gate_families.png
(1.5 px per um)
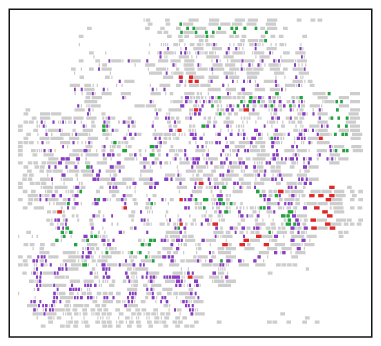
drive_strength.png
(1.5 px per um)
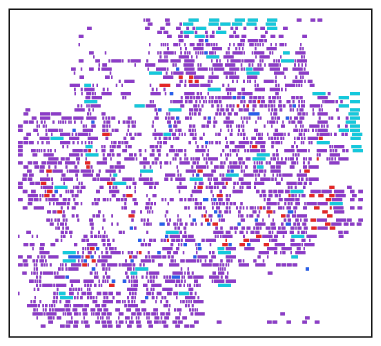
final_congestion.png
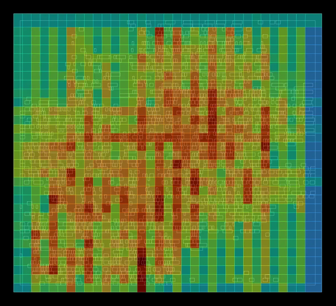
met3.png
(2 px per um)
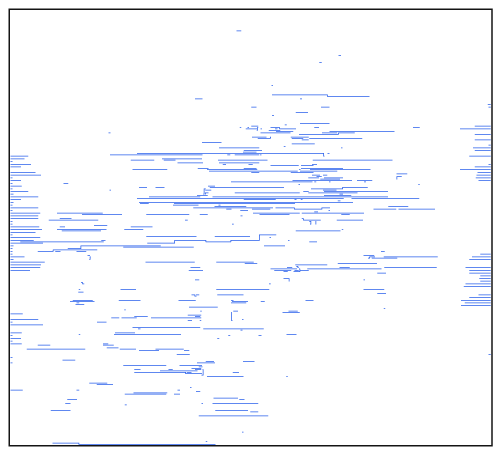
==> config.mk <==
export PLATFORM = sky130hd
export DESIGN_NAME = muldiv_seq
export DESIGN_NICKNAME = d
export VERILOG_FILES = /design/src/rtl/muldiv_seq.sv
export SDC_FILE = /design/constraint.sdc
export NUM_CORES = 1
export LEC_CHECK = 0
export CAP_MARGIN = 40
export CORE_ASPECT_RATIO = 0.9
export CORE_MARGIN = 5
export CORE_UTILIZATION = 30
export DETAILED_ROUTE_END_ITERATION = 10
export PLACE_DENSITY_LB_ADDON = 0.3
export SLEW_MARGIN = 0
export SYNTH_ARGS = -nofsm -noshare
export SYNTH_HDL_FRONTEND = slang
export SYNTH_SLANG_ARGS = --single-unit
==> constraint.sdc <==
create_clock -name clk -period 4.3 [get_ports clk]
set_clock_uncertainty 0.05 [all_clocks]
set_input_delay 1.29 -clock clk [delete_from_list [all_inputs] [get_ports clk]]
set_output_delay 1.29 -clock clk [all_outputs]
set_load 0.05 [all_outputs]
==> results.txt <==
Physical implementation

The final max-slew violation count is 0. The yosys warning tally is 0. Walking the worst path, the cells encountered are nand2b_2, nor2_1, clkdlybuf4s50_1. The kind of cell adding the most delay to the critical path is buffers and inverters.

The critical path runs through a total of 3 cells. The yosys cell count is 1950. The number of H-tree branching levels is 1.

The filler cells instantiated in the layout total 4918. The number of placed instances, taps included, is 2655. The required time at the worst endpoint is listed as 2.96 ns. CTS placed an instance of sky130_fd_sc_hd__clkbuf_16 at the clock tree root. Logic depth along the worst register-to-register path is recorded as 7. At the floorplan stage, the core utilization is reported as 30.1%. The worst setup path is captured at an output pin. The largest net degree at the start of global routing is 93.

The count of distinct cell types in the synthesized netlist is 76. In the final timing run, aggregate negative setup slack is 0 ns. The post-placement cell area is 17400 um^2. The I/O pin total is 237. Per the detail_route report, routed wire per instance is 22.1 um. The half-perimeter wire length of the detailed placement result is 44500 um. Gates resized during post-CTS repair numbered 0. The report puts the hold buffer count at CTS at 0.

The remaining max-slew budget at the tightest pin is 41.1%. The residual overflow from global routing is 0. The number of design-rule violations left by the first detailed-router iteration is 1696. The area used by multi-input combinational logic is 8750 um^2. STA reports the tightest min-delay check as being of type flip-flop to flip-flop. The cell count of the worst hold path is 2. For the finished layout, the period the worst path requires is 3.99 ns. Of the cells placed in the final design, the portion with a size suffix greater than 1 is 8.94%.

In the final layout, flip-flops and latches occupy 4750 um^2. The run finished with clean final reports. OpenROAD emitted warnings numbering 26. According to the floorplan log, the row count is 76. The total routing resource utilization after global routing is 21.7%.

The setup violation total in the final timing report is 0. The transition time of the tightest slew-check pin is 0.884 ns.
-- gate_families.png (at the start) --
legend:
  green:
    family: AND and OR gates
    cells: 98
    most_used: and2_1
    where: all over the die
  purple:
    family: inverting AOI/OAI gates
    cells: 529
    most_used: a21oi_1
    where: all over the die
  red:
    family: AND-OR and OR-AND gates
    cells: 33
    most_used: o221a_2
top logic cell by instance count in the layout: sky130_fd_sc_hd__nand2_1
Final Non-Filler Cells: 2704

-- drive_strength.png (at the start) --
legend:
  red:
    size: drive 2
    cells: 62
    share: 3.0%
  cyan:
    size: drive 6 and up
    cells: 72
    share: 3.5%
  purple:
    size: drive 1 or less
    cells: 1894
    share: 91%
  blue:
    size: drive 3 to 4
    cells: 52
    share: 2.5%
buffer count excluding the clock tree in the final layout: 276
final standard cell area without fillers: 18300 um^2
final worst setup slack: 0.313 ns
area delta synth->final: 27.1%

-- final_congestion.png (at the start) --
GRT met1 Usage: 30.4%
Final Util: 38.3%
Most Used Layer, Global Route: met2
met2 track demand over resource in global routing: 35.1%

-- met3.png (at the start) --
main direction: horizontal
wire length on this layer: 4050 um
share of all routed wire: 6.8%
longest straight run: 107 um
M3 GR Usage: 3.06%
total wire length: 59600 um

==> power groups by stage <==
stage                     logic (W)  registers (W)  clock network, W
after floorplan             0.00130        0.00249                 0
after global placement      0.00173        0.00270                 0
after detailed placement    0.00175        0.00271                 0
after CTS                   0.00175        0.00266           0.00236
after global routing        0.00194        0.00268           0.00246
final                       0.00178        0.00266           0.00232
==> worst register-to-register path: stages, from the launching register on <==
cell and delay, ns:
sky130_fd_sc_hd__dfxtp_1 0.42, sky130_fd_sc_hd__nor4_1 0.70, sky130_fd_sc_hd__nand4_1 0.32, sky130_fd_sc_hd__or3_1 0.51
sky130_fd_sc_hd__nor4_2 0.36, sky130_fd_sc_hd__o22ai_1 0.15, sky130_fd_sc_hd__xnor2_1 0.19, sky130_fd_sc_hd__a2111oi_0 0.46
==> synthesized netlist by cell type, drive strengths merged (4+ instances only) <==
cell,count,area (um^2)
a221oi,14,123
ha,6,75.1
a211oi,17,128
nor2b,5,31.3
mux2i,71,711
buf,39,214
dfxtp,237,4740
o211ai,9,67.6
a21oi,240,1200
o41ai,4,35.0
inv,26,97.6
mux2,11,124
o221a,18,203
nand2,288,1090
nand2b,13,81.3
nand3,29,145
xor2,40,350
a31oi,65,407
a31o,5,43.8
xnor2,75,657
nand4,6,37.5
nor3,54,270
clkbuf,158,594
o21ai,87,435
and3,8,50.1
or2,6,37.5
o221ai,19,166
nor2,193,724
and2,36,225
or4,24,191
o22ai,41,257
nor4,30,221
or3,15,93.8
o31ai,17,133
==> layer usage <==
metal | wire [um] | track usage [%]
met5 | 0 | 0
met4 | 1540 | 5.41
met3 | 4050 | 3.06
met2 | 28000 | 35.1
met1 | 26000 | 30.4
==> through the flow <==
| step | utilization [%] | worst slack (ns) |
|---|---|---|
| floorplan | - | 0.287 |
| global placement | 36.4 | 0.964 |
| detailed placement | 36.5 | 0.883 |
| CTS | 38.3 | 0.284 |
| global route | 38.3 | 0.150 |
| finish | 38.3 | 0.313 |
==> logic make-up after synthesis <==
family,count (synthesis),synth area share [%]
AND/OR/NAND/NOR,723,23.3
adder cells (fa/ha/maj),7,0.592
XOR/XNOR,115,7.01
other,1,0.0261
AND-OR/OR-AND,562,23.9
flip-flops,237,33.0
multiplexers,82,5.81
buffers and inverters,223,6.31
==> cell type report <==
type | count | area share, %
Sequential cell | 237 | 26.0
Multi-Input combinational cell | 1492 | 47.9
Inverter | 26 | 0.535
Clock inverter | 8 | 0.267
Clock buffer | 41 | 4.60
Timing Repair Buffer | 276 | 16.4
Tap cell | 624 | 4.28
No activity file was given, so power comes from the tool's default toggle rates.
